<file path="config.mk">
export PLATFORM = sky130hd
export DESIGN_NAME = ram_arbiter_flat
export DESIGN_NICKNAME = d
export VERILOG_FILES = /design/src/rtl/ram_arbiter_pkg.sv /design/src/rtl/ram_arbiter_if.sv /design/src/rtl/ram_arbiter_rr_arb2.sv /design/src/rtl/ram_arbiter.sv /design/src/flat_wrapper.sv
export SDC_FILE = /design/constraint.sdc
export NUM_CORES = 1
export LEC_CHECK = 0
export CAP_MARGIN = 20
export CORE_ASPECT_RATIO = 0.75
export CORE_MARGIN = 2
export CORE_UTILIZATION = 38
export CTS_CLUSTER_DIAMETER = 30
export CTS_CLUSTER_SIZE = 28
export DETAILED_ROUTE_END_ITERATION = 7
export PLACE_DENSITY_LB_ADDON = 0.1
export REMOVE_ABC_BUFFERS = 1
export SLEW_MARGIN = 20
export SYNTH_ARGS = -nofsm -noshare
export SYNTH_HDL_FRONTEND = slang
export SYNTH_SLANG_ARGS = --single-unit
</file>
<file path="constraint.sdc">
create_clock -name sysclk -period 1.8 [get_ports sysclk]
set_input_delay 0.54 -clock sysclk [delete_from_list [all_inputs] [get_ports sysclk]]
set_output_delay 0.54 -clock sysclk [all_outputs]
set_load 0.02 [all_outputs]
</file>
<file path="src/rtl/ram_arbiter_pkg.sv">
// Shared types and sizes for the RAM arbiter/sequencer and its round-robin grant logic.
package ram_arbiter_pkg;

    localparam int RAM_AW    = 8;
    localparam int RAM_DW    = 16;
    localparam int RAM_DEPTH = 1 << RAM_AW;

    typedef enum logic {IDLE, CLEAR} state_t;
    typedef enum logic {REQ_A, REQ_B} req_id_t;

endpackage

</file>
<file path="src/rtl/ram_arbiter_if.sv">
// Requester-side bus of the RAM arbiter: two request channels plus shared read data.
// Handshake: req_x/we_x/addr_x/wdata_x are held stable until gnt_x; the access is accepted in the cycle gnt_x is high.
interface ram_arbiter_if #(
    parameter int AW = 8,
    parameter int DW = 16
);
    logic          req_a, req_b;
    logic          we_a, we_b;
    logic [AW-1:0] addr_a, addr_b;
    logic [DW-1:0] wdata_a, wdata_b;
    logic          gnt_a, gnt_b;
    logic          rvalid_a, rvalid_b;
    logic [DW-1:0] rdata;

    modport master (
        output req_a, req_b, we_a, we_b, addr_a, addr_b, wdata_a, wdata_b,
        input  gnt_a, gnt_b, rvalid_a, rvalid_b, rdata
    );

    modport slave (
        input  req_a, req_b, we_a, we_b, addr_a, addr_b, wdata_a, wdata_b,
        output gnt_a, gnt_b, rvalid_a, rvalid_b, rdata
    );
endinterface

</file>
<file path="src/rtl/ram_arbiter_rr_arb2.sv">
// Two-way round-robin grant: a lone request wins, a tie goes to the side not granted last.
module rr_arb2
    import ram_arbiter_pkg::*;
(
    input  logic clk,
    input  logic rst_n,
    input  logic en,
    input  logic req_a,
    input  logic req_b,
    output logic gnt_a,
    output logic gnt_b
);
    req_id_t last_gnt;

    always_comb begin
        gnt_a = 1'b0;
        gnt_b = 1'b0;
        if (en) begin
            if (req_a && (!req_b || last_gnt == REQ_B)) gnt_a = 1'b1;
            else if (req_b)                             gnt_b = 1'b1;
        end
    end

    // Reset to B so that A wins the first tie.
    always_ff @(posedge clk or negedge rst_n) begin
        if (!rst_n)     last_gnt <= REQ_B;
        else if (gnt_a) last_gnt <= REQ_A;
        else if (gnt_b) last_gnt <= REQ_B;
    end
endmodule

</file>
<file path="src/rtl/ram_arbiter.sv">
// Round-robin arbiter and clear sequencer owning the command port of a single-port sync RAM.
// Optional grant counters are enabled with `define RAM_ARB_STATS_EN.
module ram_arbiter
    import ram_arbiter_pkg::*;
#(
    parameter int          AW      = RAM_AW,
    parameter int          DW      = RAM_DW,
    parameter logic [DW-1:0] CLR_VAL = '0
) (
    input  logic          sysclk,
    input  logic          reset_n,
    ram_arbiter_if.slave  bus,
    input  logic          clr_start,
    output logic          clr_busy,
    output logic          clr_done,
    output logic          ram_write,
    output logic [AW-1:0] ram_addr,
    output logic [DW-1:0] ram_din,
    input  logic [DW-1:0] ram_dout,
`ifdef RAM_ARB_STATS_EN
    output logic [15:0]   gnt_cnt_a,
    output logic [15:0]   gnt_cnt_b,
`endif
    output state_t        dbg_state
);
    state_t        state, state_nxt;
    logic [AW:0]   cnt, cnt_nxt;
    logic          arb_en, sweep_start;
    logic          gnt_a, gnt_b;
    logic          rd_v1, rd_v2;
    req_id_t       rd_t1, rd_t2;

    rr_arb2 u_arb (
        .clk   (sysclk),
        .rst_n (reset_n),
        .en    (arb_en),
        .req_a (bus.req_a),
        .req_b (bus.req_b),
        .gnt_a (gnt_a),
        .gnt_b (gnt_b)
    );

    // cnt MSB flags the end of the sweep, so the last address never aliases to 0.
    always_comb begin
        state_nxt   = state;
        cnt_nxt     = cnt;
        sweep_start = 1'b0;
        arb_en      = 1'b0;
        clr_busy    = 1'b0;
        case (state)
            IDLE: begin
                if (clr_start) begin
                    state_nxt   = CLEAR;
                    cnt_nxt     = '0;
                    sweep_start = 1'b1;
                end else begin
                    arb_en = 1'b1;
                end
            end
            CLEAR: begin
                clr_busy = 1'b1;
                cnt_nxt  = cnt + 1'b1;
                if (cnt_nxt[AW]) state_nxt = IDLE;
            end
            default: state_nxt = IDLE;
        endcase
    end

    always_ff @(posedge sysclk or negedge reset_n) begin
        if (!reset_n) begin
            state    <= IDLE;
            cnt      <= '0;
            clr_done <= 1'b0;
        end else begin
            state    <= state_nxt;
            cnt      <= cnt_nxt;
            clr_done <= (state == CLEAR) && (state_nxt == IDLE);
        end
    end

    // Command register: the RAM sees the granted access one cycle after the grant.
    always_ff @(posedge sysclk or negedge reset_n) begin
        if (!reset_n) begin
            ram_write <= 1'b0;
            ram_addr  <= '0;
            ram_din   <= '0;
        end else if (state == CLEAR) begin
            ram_write <= 1'b1;
            ram_addr  <= cnt[AW-1:0];
            ram_din   <= CLR_VAL;
        end else if (gnt_a) begin
            ram_write <= bus.we_a;
            ram_addr  <= bus.addr_a;
            ram_din   <= bus.wdata_a;
        end else if (gnt_b) begin
            ram_write <= bus.we_b;
            ram_addr  <= bus.addr_b;
            ram_din   <= bus.wdata_b;
        end else begin
            ram_write <= 1'b0;
        end
    end

    // Requester tag follows a read through command and RAM output stages.
    always_ff @(posedge sysclk or negedge reset_n) begin
        if (!reset_n) begin
            rd_v1 <= 1'b0;
            rd_v2 <= 1'b0;
            rd_t1 <= REQ_A;
            rd_t2 <= REQ_A;
        end else begin
            rd_v1 <= (gnt_a && !bus.we_a) || (gnt_b && !bus.we_b);
            rd_t1 <= gnt_b ? REQ_B : REQ_A;
            rd_v2 <= rd_v1;
            rd_t2 <= rd_t1;
        end
    end

    assign bus.gnt_a    = gnt_a;
    assign bus.gnt_b    = gnt_b;
    assign bus.rvalid_a = rd_v2 && (rd_t2 == REQ_A);
    assign bus.rvalid_b = rd_v2 && (rd_t2 == REQ_B);
    assign bus.rdata    = ram_dout;
    assign dbg_state    = state;

`ifdef RAM_ARB_STATS_EN
    always_ff @(posedge sysclk or negedge reset_n) begin
        if (!reset_n || sweep_start) begin
            gnt_cnt_a <= '0;
            gnt_cnt_b <= '0;
        end else begin
            if (gnt_a && gnt_cnt_a != 16'hFFFF) gnt_cnt_a <= gnt_cnt_a + 16'd1;
            if (gnt_b && gnt_cnt_b != 16'hFFFF) gnt_cnt_b <= gnt_cnt_b + 16'd1;
        end
    end
`endif
endmodule

</file>
<file path="src/flat_wrapper.sv">
// flat-port wrapper written by rule: the top's interface ports become plain ports
module ram_arbiter_flat import ram_arbiter_pkg::*;
#(
    parameter int          AW      = RAM_AW,
    parameter int          DW      = RAM_DW,
    parameter logic [DW-1:0] CLR_VAL = '0
)
  (sysclk, reset_n, clr_start, clr_busy, clr_done, ram_write, ram_addr, ram_din, ram_dout, dbg_state, bus_req_a, bus_req_b, bus_we_a, bus_we_b, bus_addr_a, bus_addr_b, bus_wdata_a, bus_wdata_b, bus_gnt_a, bus_gnt_b, bus_rvalid_a, bus_rvalid_b, bus_rdata);
  ram_arbiter_if #(.AW(AW), .DW(DW)) bus_i ();
  input  logic sysclk;
  input  logic reset_n;
  input  logic clr_start;
  output logic clr_busy;
  output logic clr_done;
  output logic ram_write;
  output logic [AW-1:0] ram_addr;
  output logic [DW-1:0] ram_din;
  input  logic [DW-1:0] ram_dout;
  output state_t dbg_state;
  input wire logic [$bits(bus_i.req_a)-1:0] bus_req_a;
  input wire logic [$bits(bus_i.req_b)-1:0] bus_req_b;
  input wire logic [$bits(bus_i.we_a)-1:0] bus_we_a;
  input wire logic [$bits(bus_i.we_b)-1:0] bus_we_b;
  input wire logic [$bits(bus_i.addr_a)-1:0] bus_addr_a;
  input wire logic [$bits(bus_i.addr_b)-1:0] bus_addr_b;
  input wire logic [$bits(bus_i.wdata_a)-1:0] bus_wdata_a;
  input wire logic [$bits(bus_i.wdata_b)-1:0] bus_wdata_b;
  output wire logic [$bits(bus_i.gnt_a)-1:0] bus_gnt_a;
  output wire logic [$bits(bus_i.gnt_b)-1:0] bus_gnt_b;
  output wire logic [$bits(bus_i.rvalid_a)-1:0] bus_rvalid_a;
  output wire logic [$bits(bus_i.rvalid_b)-1:0] bus_rvalid_b;
  output wire logic [$bits(bus_i.rdata)-1:0] bus_rdata;
  assign bus_i.req_a = bus_req_a;
  assign bus_i.req_b = bus_req_b;
  assign bus_i.we_a = bus_we_a;
  assign bus_i.we_b = bus_we_b;
  assign bus_i.addr_a = bus_addr_a;
  assign bus_i.addr_b = bus_addr_b;
  assign bus_i.wdata_a = bus_wdata_a;
  assign bus_i.wdata_b = bus_wdata_b;
  assign bus_gnt_a = bus_i.gnt_a;
  assign bus_gnt_b = bus_i.gnt_b;
  assign bus_rvalid_a = bus_i.rvalid_a;
  assign bus_rvalid_b = bus_i.rvalid_b;
  assign bus_rdata = bus_i.rdata;
  ram_arbiter #(.AW(AW), .DW(DW), .CLR_VAL(CLR_VAL)) u_core (.sysclk(sysclk), .reset_n(reset_n), .bus(bus_i), .clr_start(clr_start), .clr_busy(clr_busy), .clr_done(clr_done), .ram_write(ram_write), .ram_addr(ram_addr), .ram_din(ram_din), .ram_dout(ram_dout), .dbg_state(dbg_state));
endmodule
</file>
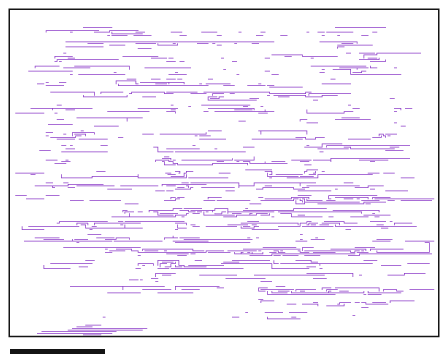
*M1 wires*
Scale bar: 20 um.
longest straight run: 43.7 um
wire length on this layer: 2540 um

==> GITHUB_STEP_SUMMARY <==
## Implementation flow summary

| Metric | Value |
|---|---|
| Clock transition at the registers of the reported paths | `0.08 ns` |
| Root Driver | `clkbuf_8` |
| Global route hottest layer | `met1` |
| H-Tree Depth | `2` |
| Critical path class | `input pin to output port` |
| Area share of xor/xnor cells in the synthesized design | `0.0208` |
| Top-count cell post-synth | `dfrtp_1` |
| Dpl cells | `350` |
| Worst Path Required | `1.26 ns` |
| Number of port buffers | `86` |
| Share of cells above drive strength 1 | `0.151` |
| Post-synthesis area per instance | `10.5 sq um` |
| Simple share | `0.128` |
| Vias in the first global route | `1664` |
| Clock buffer count | `6` |
| Met3 wire length | `605 um` |
| All-Layer GR Usage | `0.183` |
| MI comb area | `878 sq um` |
| Status | `finished clean` |
| Top logic family | `AND-OR/OR-AND gates` |
| # Taps | `75` |
| Final Non-Filler Cells | `360` |
| Clock share of power | `0.214` |
| CTS Hold Bufs | `0` |
| Log Warnings | `26` |
| Top cells excl fill/tap | `clkdlybuf4s50_1, dfrtp_1, nand2_1, dlygate4sd2_1, o2bb2ai_1` |
| Slew Limit Headroom | `0.719` |
| Pre-antenna DRT Iters | `4` |
| Most frequent logic cell in the layout | `clkdlybuf4s50_1` |
| PostCTS Resize Cnt | `44` |
| Clock Skew | `0.00432 ns` |
| Worst R2R Path Depth | `5` |
| Net Sw Frac | `0.358` |
| Ys async rst share | `1.00` |
| Comb area share | `0.284` |
| Via density | `4.93` |
| Vias post-DR | `1776` |
| Commonest flop | `dfrtp_1` |
| Period utilisation layout | `0.987` |
| Final Max Slew Viols | `0` |
| Yosys Chip Area | `2100 sq um` |
| Origin of the critical flop-to-flop path | `u_core.u_arb.last_gnt` |
| Area leader, netlist | `dfrtp_1` |
| Ant. Diodes | `0` |
| Worst hold margin | `0.155 ns` |
| Initial antenna violation count | `0` |
| Mux frac, synth | `0.0810` |
| Largest net degree at the start of global routing | `27` |
| Count of multi-input combinational gates | `128` |
| Sequential cell area share | `0.332` |
| Core Rows | `23` |
| Aoi share | `0.177` |
| Unrepaired setup endpoints after global routing | `yes` |
| Ports | `119` |
| First-pass GRT wire length | `8710 um` |
| Max-area cell share | `0.476` |
| Yosys adder share | `0.00595` |
| Commonest cells in the netlist | `dfrtp_1, nand2_1, buf_4, o2bb2ai_1, mux2i_1` |
| Peak VDD IR | `0.000518 V` |
| Min-delay worst type | `input pin to async pin` |
| Mapped Area | `2100 sq um` |
| Flop area | `1030 sq um` |
| Clk power | `0.729 mW` |
| Top layer used by detailed routing | `met4` |
| CP peak stage delay | `0.32 ns` |
| Worst R2R Setup Slack | `0.42 ns` |
| Wire per inst | `15.2 um` |
| Reg2reg end | `u_core.ram_write` |
| Post-DP Area | `2990 sq um` |
| Biggest consumer | `combinational logic` |
| Core Util at FP | `0.393` |
| Comb pwr | `1.39 mW` |
| CTS tree | `built` |
| Clock network share of area | `0.0347` |
| Fillers | `487` |
| Max cap viols | `0` |
| ANT nets after route | `0` |
| Total gr overflow | `0` |
| Met3 Usage GRT | `0.0892` |
| CP Buf/Inv Count | `2` |
| Layout area overhead | `47.3%` |
| PwrDens | `1100 nW/um^2` |
| GR Util met1 | `0.257` |
| Largest class | `sequential cells` |
| Post-Route WL | `5480 um` |
| Post-route setup TNS | `0 ns` |
| DR iter-0 viols | `57` |
| GRT met2 Usage | `0.250` |
| Top cells by area | `dfrtp_1, mux2i_1, o2bb2ai_1, buf_4, nand2_1` |
| Non-clock buffer count | `103` |
| Warning count from the yosys run | `0` |
| Yosys cell count | `201` |
| Post-CTS Setup Repair Bufs | `2` |
| Inverters | `5` |
| Seq cells post-synth | `41` |
| Die area | `6150 sq um` |
| WP depth | `4` |
| Minimum clock period | `1.78 ns` |
| NonClk Buf Share | `0.314` |
| Die width | `89.9 um` |
| CP max-delay cell | `dlygate4sd2_1` |
| Clk_lat worst skew | `0.29 ns` |
| Biggest register | `u_core.ram_din` |
| Crit-path leading delay family | `buffers and inverters` |
| Slew of the pin with the lowest slew margin | `0.420 ns` |
| Post-layout util | `0.579` |
| Mapped Cells | `201` |
| Largest regs | `u_core.ram_din: 16 flops, u_core.cnt: 9 flops, u_core.ram_addr: 8 flops` |
| Final hold violations | `0` |
| Detailed Place HPWL | `4100 um` |
| Crit. End Element | `output port` |
| Combinational power share | `0.408` |
| CTS max path bufs | `2` |
| NetSw | `1.22 mW` |
| Setup ws final | `0.0236 ns` |
| Core area | `5350 sq um` |
| Crit-path cells | `dlygate4sd2_1 > nand2_2 > a21oi_2 > buf_6` |
| # setup viols final | `0` |
| Leakage power | `1.52 nW` |
| Dpl ws | `-0.796 ns` |
| Crit Path Max Fanout | `3` |
| Metal2 WL | `2280 um` |
| Final Net Count | `356` |
| Sequential logic power | `1.29 mW` |
| M1 WL | `2540 um` |
| Chip height | `68.4 um` |
| Register share after synthesis | `0.489` |
| Post-synth EDFFs | `0` |
| Internal Pwr Total | `2.18 mW` |
| Worst setup SP type | `input pin` |
| Max Fclk | `0.563 GHz` |
| Max reg flops | `16` |
| Final instance area | `3100 sq um` |
| Worst endpoint data arrival time | `1.24 ns` |
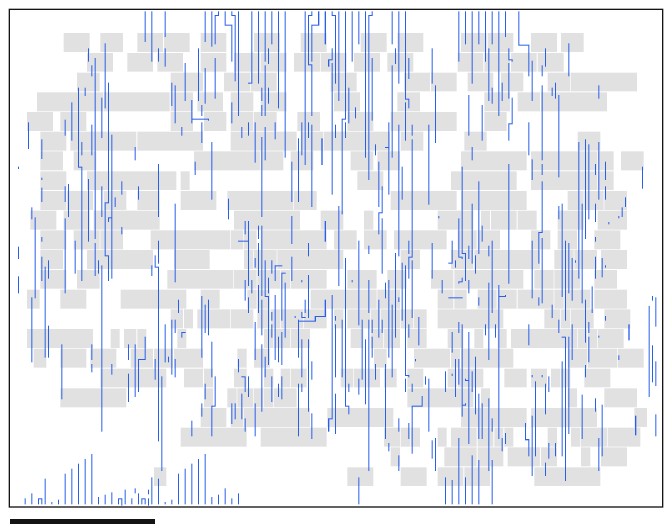
*Metal 2*
Scale bar: 20 um. Cells faint in the background.
nets with wire on the layer: 301
main direction: vertical
longest straight run: 24.8 um
wire length on this layer: 2280 um

No activity file was given, so power comes from the tool's default toggle rates.
